<file path="config.mk">
export PLATFORM = sky130hd
export DESIGN_NAME = alarm_annunciator
export DESIGN_NICKNAME = d
export VERILOG_FILES = /design/src/rtl/alarm_annunciator.sv
export SDC_FILE = /design/constraint.sdc
export NUM_CORES = 1
export LEC_CHECK = 0
export CORE_UTILIZATION = 55
export DETAILED_ROUTE_END_ITERATION = 12
export GPL_ROUTABILITY_DRIVEN = 1
export PLACE_DENSITY = 0.85
export SETUP_SLACK_MARGIN = 0.1
export SKIP_LAST_GASP = 1
export SYNTH_ARGS = -nofsm -noshare
export SYNTH_HDL_FRONTEND = slang
export SYNTH_SLANG_ARGS = --single-unit
</file>
<file path="constraint.sdc">
create_clock -name clk -period 2.4 [get_ports clk]
set_input_delay 0.48 -clock clk [delete_from_list [all_inputs] [get_ports clk]]
set_output_delay 0.48 -clock clk [all_outputs]
set_load 0.03 [all_outputs]
</file>
<file path="src/rtl/alarm_annunciator.sv">
// Alarm annunciator: latches siren/lamp requests, drives tone and blink patterns,
// and handles operator silencing. Optional event counter: ALARM_ANNUNCIATOR_EVENT_CNT_EN.
module alarm_annunciator #(
    parameter int unsigned TONE_DIV       = 2,
    parameter int unsigned BLINK_DIV      = 4,
    parameter int unsigned SILENCE_CYCLES = 16
) (
    input  logic       clk,
    input  logic       rst,
    input  logic       siren_on,
    input  logic       alert_light,
    input  logic       ack,
    output logic       siren_out,
    output logic       light_out,
    output logic [1:0] state,
    output logic [1:0] latched
`ifdef ALARM_ANNUNCIATOR_EVENT_CNT_EN
    ,
    output logic [7:0] event_cnt
`endif
);

    localparam int unsigned TW = $clog2(TONE_DIV + 1);
    localparam int unsigned BW = $clog2(BLINK_DIV + 1);
    localparam int unsigned SW = $clog2(SILENCE_CYCLES + 1);
    localparam logic [TW-1:0] TONE_RELOAD  = TW'(TONE_DIV - 1);
    localparam logic [BW-1:0] BLINK_RELOAD = BW'(BLINK_DIV - 1);
    localparam logic [SW-1:0] SIL_RELOAD   = SW'(SILENCE_CYCLES - 1);

    typedef enum logic [1:0] {
        ST_IDLE     = 2'd0,
        ST_ALARM    = 2'd1,
        ST_SILENCED = 2'd2
    } state_t;

    state_t        state_q, state_d;
    logic          siren_latch_q, siren_latch_d;
    logic          light_latch_q, light_latch_d;
    logic          siren_q;
    logic [TW-1:0] tone_cnt_q, tone_cnt_d;
    logic          tone_ph_q, tone_ph_d;
    logic [BW-1:0] blink_cnt_q, blink_cnt_d;
    logic          blink_ph_q, blink_ph_d;
    logic [SW-1:0] sil_cnt_q, sil_cnt_d;

    logic any_req;
    logic rearm;
    assign any_req = siren_on | alert_light;
    assign rearm   = (siren_on & ~siren_q) | ((sil_cnt_q == '0) & any_req);

    always_ff @(posedge clk or posedge rst) begin
        if (rst) begin
            state_q       <= ST_IDLE;
            siren_latch_q <= 1'b0;
            light_latch_q <= 1'b0;
            siren_q       <= 1'b0;
            tone_cnt_q    <= '0;
            tone_ph_q     <= 1'b0;
            blink_cnt_q   <= '0;
            blink_ph_q    <= 1'b0;
            sil_cnt_q     <= '0;
        end else begin
            state_q       <= state_d;
            siren_latch_q <= siren_latch_d;
            light_latch_q <= light_latch_d;
            siren_q       <= siren_on;
            tone_cnt_q    <= tone_cnt_d;
            tone_ph_q     <= tone_ph_d;
            blink_cnt_q   <= blink_cnt_d;
            blink_ph_q    <= blink_ph_d;
            sil_cnt_q     <= sil_cnt_d;
        end
    end

    always_comb begin
        state_d       = state_q;
        siren_latch_d = siren_latch_q;
        light_latch_d = light_latch_q;
        tone_cnt_d    = tone_cnt_q;
        tone_ph_d     = tone_ph_q;
        blink_cnt_d   = blink_cnt_q;
        blink_ph_d    = blink_ph_q;
        sil_cnt_d     = sil_cnt_q;
        case (state_q)
            ST_ALARM: begin
                siren_latch_d = siren_latch_q | siren_on;
                light_latch_d = light_latch_q | alert_light;
                if (tone_cnt_q == '0) begin
                    tone_ph_d  = ~tone_ph_q;
                    tone_cnt_d = TONE_RELOAD;
                end else begin
                    tone_cnt_d = tone_cnt_q - TW'(1);
                end
                if (blink_cnt_q == '0) begin
                    blink_ph_d  = ~blink_ph_q;
                    blink_cnt_d = BLINK_RELOAD;
                end else begin
                    blink_cnt_d = blink_cnt_q - BW'(1);
                end
                if (ack) begin
                    state_d   = ST_SILENCED;
                    sil_cnt_d = SIL_RELOAD;
                end
            end
            ST_SILENCED: begin
                siren_latch_d = siren_latch_q | siren_on;
                light_latch_d = light_latch_q | alert_light;
                if (rearm) begin
                    state_d     = ST_ALARM;
                    tone_ph_d   = 1'b1;
                    blink_ph_d  = 1'b1;
                    tone_cnt_d  = TONE_RELOAD;
                    blink_cnt_d = BLINK_RELOAD;
                end else if (sil_cnt_q == '0) begin
                    state_d       = ST_IDLE;
                    siren_latch_d = 1'b0;
                    light_latch_d = 1'b0;
                end else if (ack) begin
                    sil_cnt_d = SIL_RELOAD;
                end else begin
                    sil_cnt_d = sil_cnt_q - SW'(1);
                end
            end
            default: begin
                // IDLE and the unused encoding: track inputs, keep patterns primed
                siren_latch_d = siren_on;
                light_latch_d = alert_light;
                tone_ph_d     = 1'b1;
                blink_ph_d    = 1'b1;
                tone_cnt_d    = TONE_RELOAD;
                blink_cnt_d   = BLINK_RELOAD;
                if (any_req) state_d = ST_ALARM;
            end
        endcase
    end

`ifdef ALARM_ANNUNCIATOR_EVENT_CNT_EN
    // Counts fresh alarms only; re-arms out of SILENCED are excluded
    logic first_entry;
    assign first_entry = (state_q != ST_ALARM) && (state_q != ST_SILENCED) && any_req;

    always_ff @(posedge clk or posedge rst) begin
        if (rst) begin
            event_cnt <= 8'd0;
        end else if (first_entry && (event_cnt != 8'hFF)) begin
            event_cnt <= event_cnt + 8'd1;
        end
    end
`endif

    assign state     = state_q;
    assign latched   = {light_latch_q, siren_latch_q};
    assign siren_out = (state_q == ST_ALARM) & siren_latch_q & tone_ph_q;

    always_comb begin
        case (state_q)
            ST_ALARM:    light_out = light_latch_q & blink_ph_q;
            ST_SILENCED: light_out = 1'b1;
            default:     light_out = 1'b0;
        endcase
    end

endmodule

</file>
==> run_1/route_heat.png <==
9 x 9 tiles, from dark blue (low) to red (high), scaled to the fullest tile. Values are wire area over tile area, all layers added.
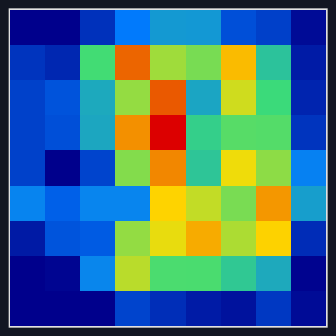
- densest ninth of the die: centre
- emptiest ninth of the die: south-west
- nearly empty tiles: 11%
- mean over tiles: 0.15
- tiles over half the peak: 35%

==> run_1/ff_map.png <==
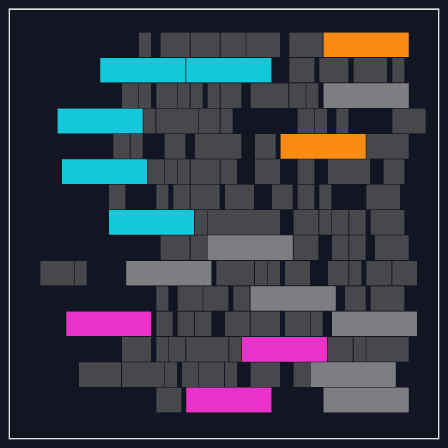
- orange: state (sequential cells 2)
- magenta: blink_cnt_q (sequential cells 3)
- cyan: sil_cnt_q (sequential cells 5)
sequential cell area: 425 µm²
utilization after layout: 66.2%
Seq area share: 36.4%
sequential power: 0.443 mW

==> flow_summary.json, run 1 <==
{
  "ioPinCount": 11,
  "die_area_um2": 2110,
  "fp_util_pct": 60.1,
  "worstSetupStartpoint": "state[1]$_DFFE_PP0P_",
  "power_leakage_nw": 0.516,
  "crit_path_cell_trace": "inv_1 -> ha_1 -> buf_4 -> a31oi_1 -> nor2_1 -> buf_4",
  "finalHoldViolCount": 0,
  "ys_seq_share_pct": 40.1,
  "synth_area_um2": 1060,
  "fin_tns_setup_ps": 0,
  "cts_setup_buffers": 0,
  "synthCells": 113,
  "required_ps": 1920,
  "logic_family": "AND-OR/OR-AND gates",
  "worstMarginPinSlew_ps": 637,
  "gr-usage-met3_pct": 3.57,
  "synth_adder_area_share_pct": 5.90,
  "core_um2": 1760,
  "slowest_stage": "dfrtp_1",
  "htree_levels": 1,
  "vias": 853,
  "maxSlewHeadroom_pct": 57.5,
  "nFillCells": 148,
  "clk_pin_slew_ps": 100,
  "crit_top_cell": "buf_4",
  "cp-start-kind": "register",
  "criticalPathCategory": "reg -> out",
  "finalClockPeriodUsage_pct": 87.1,
  "maxSlewViolCount": 0,
  "critPathCaptureType": "primary output",
  "syn_to_final_growth_pct": 10.2,
  "fin_crit_ps": 2090,
  "avgSynthCellArea_um2": 9.38,
  "grt_pass1_wl_mm": 3.37,
  "drt_iter0_markers": 21,
  "top_usage_layer": "met2",
  "top_layer": "met4",
  "max_stage_delay_ps": 440,
  "peakVddDrop_uv": 760,
  "antenna_found_initial": 0,
  "status": "finished clean",
  "grt_pass1_vias": 782,
  "reg2reg_from": "sil_cnt_q[0]$_DFFE_PP0P_",
  "synthAoiAreaFrac_pct": 23.5,
  "port_buffers": 10,
  "fin_nets": 133,
  "hpwl_mm": 1.48,
  "wl_met3_um": 46,
  "ys_cells": 113,
  "ys_chip_area_um2": 1060,
  "final_cells": 147,
  "gr-total-overflow": 0,
  "min_path_type": "reg -> reg",
  "min_from": "blink_ph_q$_DFFE_PP0P_",
  "yosys_warnings": 0,
  "die_h_um": 45.9,
  "wl_mm": 2.08,
  "grt_max_degree": 22,
  "maxCapViolations": 0,
  "p_per_area_nw_per_um2": 1120,
  "wl_met1_um": 994,
  "dp_cells": 143,
  "clock-root-buffer": "clkbuf_4",
  "fp-row-count": 15,
  "synthTopCellsByArea": "dfrtp_1, ha_1, a21oi_1",
  "cts_hold_buf": 0,
  "setup_viol": 0,
  "yosysTopAreaCellShare_pct": 40.1,
  "arrival_ps": 1610,
  "synth_flop_count": 17,
  "warnings": 28,
  "cts_made_buffers": 3,
  "gp_congestion": 0.821,
  "drtPass1Iterations": 4,
  "cp_max_fo": 21,
  "xor_area_share_pct": 0,
  "diodes": 0,
  "use_met2_pct": 38.0,
  "drc": 0,
  "synth-simple-area-share_pct": 16.3,
  "mux_share_pct": 3.07,
  "clock_sinks": 17,
  "grt.met1_usage_pct": 28.0
}
==> run_1/clock_wires.png <==
The bar under the picture is 10 µm long.
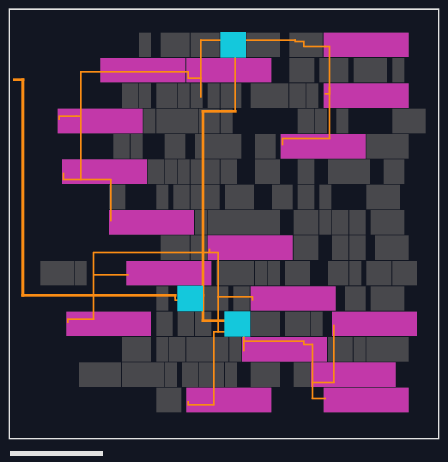
- cyan: clock-net drivers (count 3)
- orange: clock wires (length 235 µm)
- magenta: flip-flops (count 17)
- routed clock nets: 4
- flops lie: widely spread
worst clock skew: 2.00 ps
Clock Power Share: 12.0%
Clk. pwr: 0.157 mW
clk_lat worst skew: 300 ps

[run 1: Yosys cell counts]
master	number
nand4b_1	2
ha_1	5
o21ai_1	2
a311oi_1	2
nor2_1	11
nor3b_1	1
a22oi_1	1
nand2b_1	1
nor4_1	3
o31ai_1	1
nand2_2	1
or3b_2	1
nand2_1	5
buf_2	1
mux2_2	2
a21boi_0	2
o21ai_0	6
inv_1	12
o311ai_1	1
mux2i_1	1
and2_1	1
o22a_1	2
o21a_1	1
a21oi_1	11
o221ai_1	1
a31oi_2	1
a41oi_1	1
o211ai_1	1
nor2b_1	1
and3_1	1
nor3_1	1
or4b_4	1
a211oi_1	1
buf_6	4
dfrtp_1	17
a31oi_4	1
a31oi_1	1
buf_4	3
nand3_1	2
[run 1: cell type report]
type,count,area [µm²],area share [%]
repair buffers,13,123,10.5
multi-input cells,76,517,44.3
well taps,25,31.3,2.68
clock buffers,4,26.3,2.25
inverters,12,45.0,3.86
flip-flops and latches,17,425,36.4
[run 1: state kept, by name, summed over array words and instances, names as in the netlist]
| signal | cells |
|---|---|
| siren_latch_q | 1 |
| blink_cnt_q | 3 |
| tone_ph_q | 1 |
| sil_cnt_q | 5 |
| blink_ph_q | 1 |
| tone_cnt_q | 2 |
| light_latch_q | 1 |
| siren_q | 1 |
| state | 2 |
[run 1: where the power goes]
part	switching, mW	internal (mW)	leakage [nW]
Combinational	0.416	0.293	0.313
Sequential	0.0727	0.370	0.188
Clock	0.0919	0.0648	0.0150
[run 1: metrics by stage]
stage,utilization (%),area (µm²),power (mW),worst slack (ps),hold WS [ps]
4_1_cts,66.0,1160,1.31,107,516
2_1_floorplan,-,1060,1.01,376,406
5_1_grt,66.2,1170,1.40,271,576
3_5_place_dp,64.5,1140,1.15,333,499
3_3_place_gp,64.5,1140,1.12,422,489
6_report,66.2,1170,1.31,310,519
[run 1: worst max-delay path, delay by kind of cell (launching register included)]
family	cells	cell delay, ps
AND/OR/NAND/NOR	1	90
buffers and inverters	3	490
AND-OR/OR-AND	1	110
adder cells (fa/ha/maj)	1	170
flip-flops	1	440
[run 1: path summary, 6_finish.rpt]
check / to / slack (ps) / cells past startpoint
setup / recovery: light_out / 310 / 6
setup reg to reg: blink_cnt_q[0]$_DFFE_PP0P_ / 490 / 7
min in group asynchronous: sil_cnt_q[3]$_DFFE_PP0P_ / 550 / 2
max in group asynchronous: blink_cnt_q[0]$_DFFE_PP0P_ / 1440 / 2
hold / removal: blink_ph_q$_DFFE_PP0P_ / 520 / 1
hold reg to reg: blink_ph_q$_DFFE_PP0P_ / 520 / 1
[run 1: layout by cell type, fill, tap and decap left out, types with 2 or more instances in the layout]
cell / instances
dfrtp_1: 17
inv_1: 12
nor2_1: 11
a21oi_1: 11
clkdlybuf4s50_1: 8
o21ai_0: 6
nand2_1: 5
ha_1: 5
buf_4: 4
nor4_1: 3
clkbuf_4: 3
a21boi_0: 2
nand3_1: 2
mux2_2: 2
o21ai_1: 2
a311oi_1: 2
nand4b_1: 2
o22a_1: 2
--- run 2 (diff from run 1) ---
--- a/config.mk
+++ b/config.mk
@@ -10,7 +10,6 @@
 export GPL_ROUTABILITY_DRIVEN = 1
 export PLACE_DENSITY = 0.85
 export SETUP_SLACK_MARGIN = 0.1
-export SKIP_LAST_GASP = 1
 export SYNTH_ARGS = -nofsm -noshare
 export SYNTH_HDL_FRONTEND = slang
 export SYNTH_SLANG_ARGS = --single-unit
==> run_2/ff_map.png <==
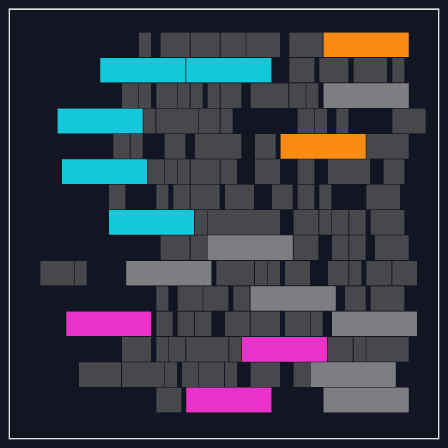
- cyan: sil_cnt_q (sequential cells 5)
- orange: state (sequential cells 2)
- magenta: blink_cnt_q (sequential cells 3)
- not coloured: 7

==> flow_summary.json, run 2 <==
{
  "arrival_ps": 1610,
  "seq_power_share_pct": 33.8,
  "use_met2_pct": 38.0,
  "final_cell_mix": "dfrtp_1, inv_1, nor2_1, a21oi_1, clkdlybuf4s50_1",
  "warnings": 28,
  "async_reset_ff_share_pct": 100,
  "port_buffers": 10,
  "critPathCaptureType": "primary output",
  "pwr-share-clk_pct": 12.0,
  "finalClockPeriodUsage_pct": 87.1,
  "criticalPathCategory": "reg -> out",
  "nFillCells": 148,
  "ioPinCount": 11,
  "antenna_found_initial": 0,
  "final_area_um2": 1170,
  "power_leakage_nw": 0.516,
  "synthCells": 113,
  "gr-usage-met3_pct": 3.57,
  "drc": 0,
  "grt_pass1_vias": 782,
  "yosys_warnings": 0,
  "diodes": 0,
  "clk_pin_slew_ps": 100,
  "maxCapViolations": 0,
  "htree_levels": 1,
  "largest_reg_flops": 5,
  "die_area_um2": 2110,
  "hpwl_mm": 1.48,
  "wl_mm": 2.08,
  "worstMarginPinSlew_ps": 637,
  "yosysTopAreaCellShare_pct": 40.1,
  "maxSlewViolCount": 0,
  "synth_area_um2": 1060,
  "setup_viol": 0,
  "fin_crit_ps": 2090,
  "cp_max_fo": 21,
  "min_path_type": "reg -> reg",
  "seq_area_um2": 425,
  "required_ps": 1920,
  "p_per_area_nw_per_um2": 1120,
  "fp-row-count": 15,
  "cp-start-kind": "register",
  "clock_latency_ps": 300,
  "biggestRegsByFlops": "sil_cnt_q (5), blink_cnt_q (3)",
  "synthFlopType": "dfrtp_1",
  "lay_top_count": "dfrtp_1",
  "syn_to_final_growth_pct": 10.2,
  "synthTopCellsByCount": "dfrtp_1, inv_1, a21oi_1, nor2_1, o21ai_0",
  "core_um2": 1760,
  "p_total_mw": 1.31,
  "ys_seq_share_pct": 40.1,
  "grt_pass1_wl_mm": 3.37,
  "synth_flop_count": 17,
  "die_h_um": 45.9,
  "dpl_cell_area_um2": 1140,
  "status": "finished clean",
  "switchingPower_mw": 0.581,
  "regMostFlops": "sil_cnt_q",
  "gp_congestion": 0.821,
  "maxSlewHeadroom_pct": 57.5,
  "yosysMostFrequentCell": "dfrtp_1",
  "swShare_pct": 44.4,
  "synthTopCellsByArea": "dfrtp_1, ha_1, a21oi_1",
  "cts_setup_buffers": 0,
  "drtPass1Iterations": 4,
  "avgSynthCellArea_um2": 9.38,
  "grt_max_degree": 22,
  "grt.met1_usage_pct": 28.0,
  "drt_iter0_markers": 21,
  "finalHoldViolCount": 0,
  "clock-root-buffer": "clkbuf_4",
  "peakVddDrop_uv": 760,
  "edf_count": 0,
  "p_int_mw": 0.728,
  "gr-total-overflow": 0,
  "combPwrFrac_pct": 54.2
}
==> run_2/route_heat.png <==
9 x 9 tiles, from dark blue (low) to red (high), scaled to the fullest tile. Values are wire area over tile area, all layers added.
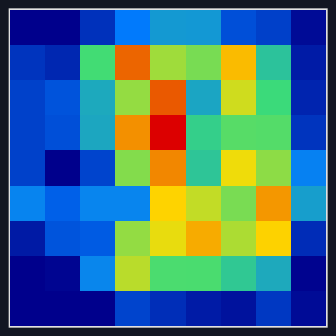
- mean over tiles: 0.15
- fullest tile: 0.43
- emptiest ninth of the die: south-west
- densest ninth of the die: centre

run 2: cell counts after synthesis:
No cell type changed its count.
run 2: path summary, 6_finish.rpt:
kind / startpoint / endpoint / slack (ps) / cells past startpoint
worst min-delay path: blink_ph_q$_DFFE_PP0P_ / blink_ph_q$_DFFE_PP0P_ / 520 / 1
worst min register to register: blink_ph_q$_DFFE_PP0P_ / blink_ph_q$_DFFE_PP0P_ / 520 / 1
worst max-delay path: state[1]$_DFFE_PP0P_ / light_out / 310 / 6
max in group asynchronous: rst / blink_cnt_q[0]$_DFFE_PP0P_ / 1440 / 2
worst max register to register: sil_cnt_q[0]$_DFFE_PP0P_ / blink_cnt_q[0]$_DFFE_PP0P_ / 490 / 7
min in group asynchronous: rst / sil_cnt_q[3]$_DFFE_PP0P_ / 550 / 2
run 2: power groups by stage:
| stage | Sequential, mW | Clock (mW) | Combinational, mW |
|---|---|---|---|
| 4_1_cts | 0.442 | 0.160 | 0.704 |
| 6_report | 0.443 | 0.157 | 0.709 |
| 3_5_place_dp | 0.446 | 0 | 0.702 |
| 5_1_grt | 0.454 | 0.171 | 0.777 |
| 3_3_place_gp | 0.441 | 0 | 0.679 |
| 2_1_floorplan | 0.455 | 0 | 0.556 |
run 2: critical path: stages, from the launching register on:
cell	delay (ps)
dfrtp_1	440
inv_1	80
ha_1	170
buf_4	250
a31oi_1	110
nor2_1	90
buf_4	160
run 2: cell type report:
class,count,area share (%)
clock buffers,4,2.25
inverters,12,3.86
multi-input cells,76,44.3
flip-flops and latches,17,36.4
well taps,25,2.68
repair buffers,13,10.5
run 2: per-layer routing:
metal  part of all wire, %  vias up
met3                   2.2        5
met1                    48      414
li1                      -      420
met5                     0        -
met2                    48       14
met4                   2.2        0
run 2: metrics by stage:
step / setup slack (ps) / hold slack, ps / utilization [%] / instances
after global routing: 271 / 576 / 66.2 / 147
final: 310 / 519 / 66.2 / 147
after detailed placement: 333 / 499 / 64.5 / 143
after CTS: 107 / 516 / 66.0 / 147
after global placement: 422 / 489 / 64.5 / 143
after floorplan: 376 / 406 / - / 113
run 2: cells by family after synthesis:
| kind of cell | share of synthesized area (%) |
|---|---|
| flip-flops | 40.1 |
| buffers and inverters | 11.1 |
| AND/OR/NAND/NOR | 16.3 |
| adder cells (fa/ha/maj) | 5.90 |
| multiplexers | 3.07 |
| AND-OR/OR-AND | 23.5 |
--- run 3 (diff from run 2) ---
==> constraint.sdc (replaced) <==
create_clock -name clk -period 2.2 [get_ports clk]
set_input_delay 0.44 -clock clk [delete_from_list [all_inputs] [get_ports clk]]
set_output_delay 0.44 -clock clk [all_outputs]
set_load 0.03 [all_outputs]
==> run_3/ff_map.png <==
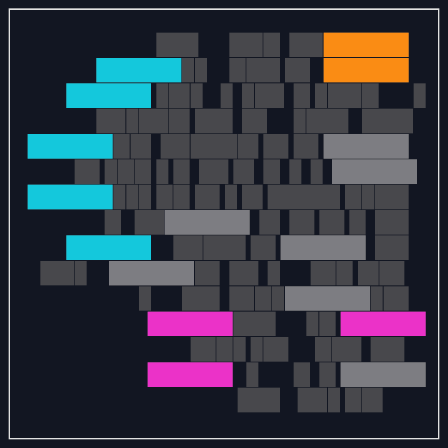
- cyan: sil_cnt_q (sequential cells 5)
- orange: state (sequential cells 2)
- magenta: blink_cnt_q (sequential cells 3)
utilization after layout: 66.0%
Seq area share: 36.5%
sequential power: 0.483 mW

==> flow_summary.json, run 3 <==
{
  "syn_to_final_growth_pct": 9.92,
  "synth-simple-area-share_pct": 16.3,
  "regToRegSetupSlack_ps": 170,
  "cts_setup_buffers": 0,
  "edf_count": 0,
  "clock-root-buffer": "clkbuf_4",
  "htree_levels": 1,
  "regMostFlops": "sil_cnt_q",
  "p_per_area_nw_per_um2": 1210,
  "avgSynthCellArea_um2": 9.38,
  "reg2reg_from": "sil_cnt_q[0]$_DFFE_PP0P_",
  "final_cell_mix": "dfrtp_1, inv_1, nor2_1, a21oi_1, clkdlybuf4s50_1",
  "die_h_um": 45.9,
  "final_area_um2": 1160,
  "maxSlewViolCount": 0,
  "synth_flop_count": 17,
  "drt_iter0_markers": 31,
  "peakVddDrop_uv": 626,
  "seq_power_share_pct": 34.2,
  "slowest_stage": "or4b_4",
  "critPathCaptureType": "register",
  "synth_area_um2": 1060,
  "cp_max_fo": 12,
  "switchingPower_mw": 0.617,
  "fp-row-count": 15,
  "synth_adder_area_share_pct": 5.90,
  "yosysMostFrequentCell": "dfrtp_1",
  "dpl_cell_area_um2": 1140,
  "power_leakage_nw": 0.501,
  "p_total_mw": 1.41,
  "ys_seq_share_pct": 40.1,
  "grt_max_degree": 18,
  "clk_pin_slew_ps": 90,
  "lay_top_count": "dfrtp_1",
  "synthAoiAreaFrac_pct": 23.5,
  "min_path_type": "in -> async",
  "max_stage_delay_ps": 510,
  "criticalPathCategory": "reg -> reg",
  "port_buffers": 10,
  "xor_area_share_pct": 0,
  "setup_slack_ps": 165,
  "async_reset_ff_share_pct": 100,
  "maxSlewHeadroom_pct": 58.3,
  "hold_slack_ps": 521,
  "gr-total-overflow": 0,
  "drtPass1Iterations": 4,
  "grt_pass1_wl_mm": 3.19,
  "r2r_end": "tone_cnt_q[0]$_DFFE_PP0P_",
  "finalHoldViolCount": 0,
  "clock_latency_ps": 290,
  "pwr-share-clk_pct": 11.4,
  "maxCapViolations": 0,
  "diodes": 0,
  "hpwl_mm": 1.47,
  "place_ws_ps": 186,
  "biggestRegsByFlops": "sil_cnt_q (5), blink_cnt_q (3)",
  "logic_family": "AND-OR/OR-AND gates",
  "status": "finished clean",
  "synthCells": 113,
  "gp_congestion": 0.866,
  "yosys_warnings": 0,
  "drc": 0,
  "required_ps": 2380,
  "crit_path_cell_trace": "inv_1 -> ha_1 -> or4b_4 -> a31oi_4 -> mux2_2",
  "synthFlopType": "dfrtp_1",
  "antenna_found_initial": 0,
  "setup_viol": 0,
  "core_um2": 1760
}
==> run_3/route_heat.png <==
9 x 9 tiles, from dark blue (low) to red (high), scaled to the fullest tile. Values are wire area over tile area, all layers added.
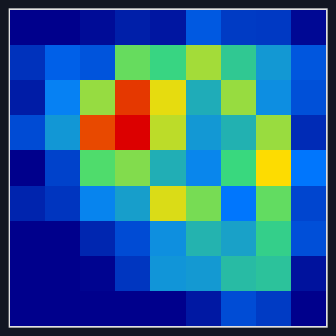
- tiles over half the peak: 20%
- nearly empty tiles: 19%
- mean over tiles: 0.15

run 3: netlist changes by cell type in the layout (fill, tap and decap cells not counted), sizes merged:
cell,change
dlymetal6s2s,-1
buf,+1
run 3: how the worst max path moves through the flow:
| stage | slack [ps] | depth (start not counted) | end | startpoint |
|---|---|---|---|---|
| 2_1_floorplan | 220 | 5 | light_out | state[0]$_DFFE_PP0P_ |
| 3_3_place_gp | 220 | 4 | tone_cnt_q[0]$_DFFE_PP0P_ | siren_on |
| 3_5_place_dp | 190 | 5 | tone_cnt_q[0]$_DFFE_PP0P_ | sil_cnt_q[0]$_DFFE_PP0P_ |
| 4_1_cts | 170 | 5 | tone_cnt_q[0]$_DFFE_PP0P_ | sil_cnt_q[0]$_DFFE_PP0P_ |
| 5_1_grt | 110 | 5 | tone_cnt_q[0]$_DFFE_PP0P_ | sil_cnt_q[0]$_DFFE_PP0P_ |
| 6_report | 170 | 5 | tone_cnt_q[0]$_DFFE_PP0P_ | sil_cnt_q[0]$_DFFE_PP0P_ |
run 3: power by group through the flow:
stage / logic [mW] / clock network, mW / registers, mW
final: 0.769 / 0.160 / 0.483
after global routing: 0.846 / 0.187 / 0.491
after CTS: 0.766 / 0.167 / 0.480
after detailed placement: 0.761 / 0 / 0.487
after global placement: 0.725 / 0 / 0.480
after floorplan: 0.607 / 0 / 0.497
run 3: cells by family after synthesis:
kind of cell    after synthesis
compound gates               36
fa+ha+maj                     5
buf+inv                      20
flops                        17
mux                           3
simple gates                 32
run 3: final cells by class:
type	count	area, µm²
Fill cell	157	599
Inverter	12	45.0
Tap cell	25	31.3
Clock buffer	4	26.3
Sequential cell	17	425
Timing Repair Buffer	13	118
Multi-Input combinational cell	76	519
run 3: timing repair:
action / CTS / global route
hold endpoints to repair: 0 / 0
hold buffers: 0 / 0
resized: 0 / 1
endpoints found under the setup margin: 0 / 1
run 3: critical path, delay by kind of cell, from the launching register on:
| kind | cells | cell delay, ps |
|---|---|---|
| AND/OR/NAND/NOR | 1 | 510 |
| AND-OR/OR-AND | 1 | 360 |
| multiplexers | 1 | 380 |
| flip-flops | 1 | 420 |
| adder cells (fa/ha/maj) | 1 | 170 |
| buffers and inverters | 1 | 90 |
run 3: per-layer routing:
layer | routed length (µm) | up-vias | track usage, %
li1 | - | 420 | -
met1 | 877 | 409 | 26.9
met2 | 1010 | 27 | 34.1
met3 | 103 | 0 | 5.95
met4 | 0 | 0 | 8.82
met5 | 0 | - | 0
run 3: through the flow:
step                std cells  utilization [%]
finish                    147             66.0
global route              147             66.0
CTS                       147             65.9
detailed placement        143             64.4
global placement          143             64.4
floorplan                 113                -
Power and IR drop assume default switching activity.
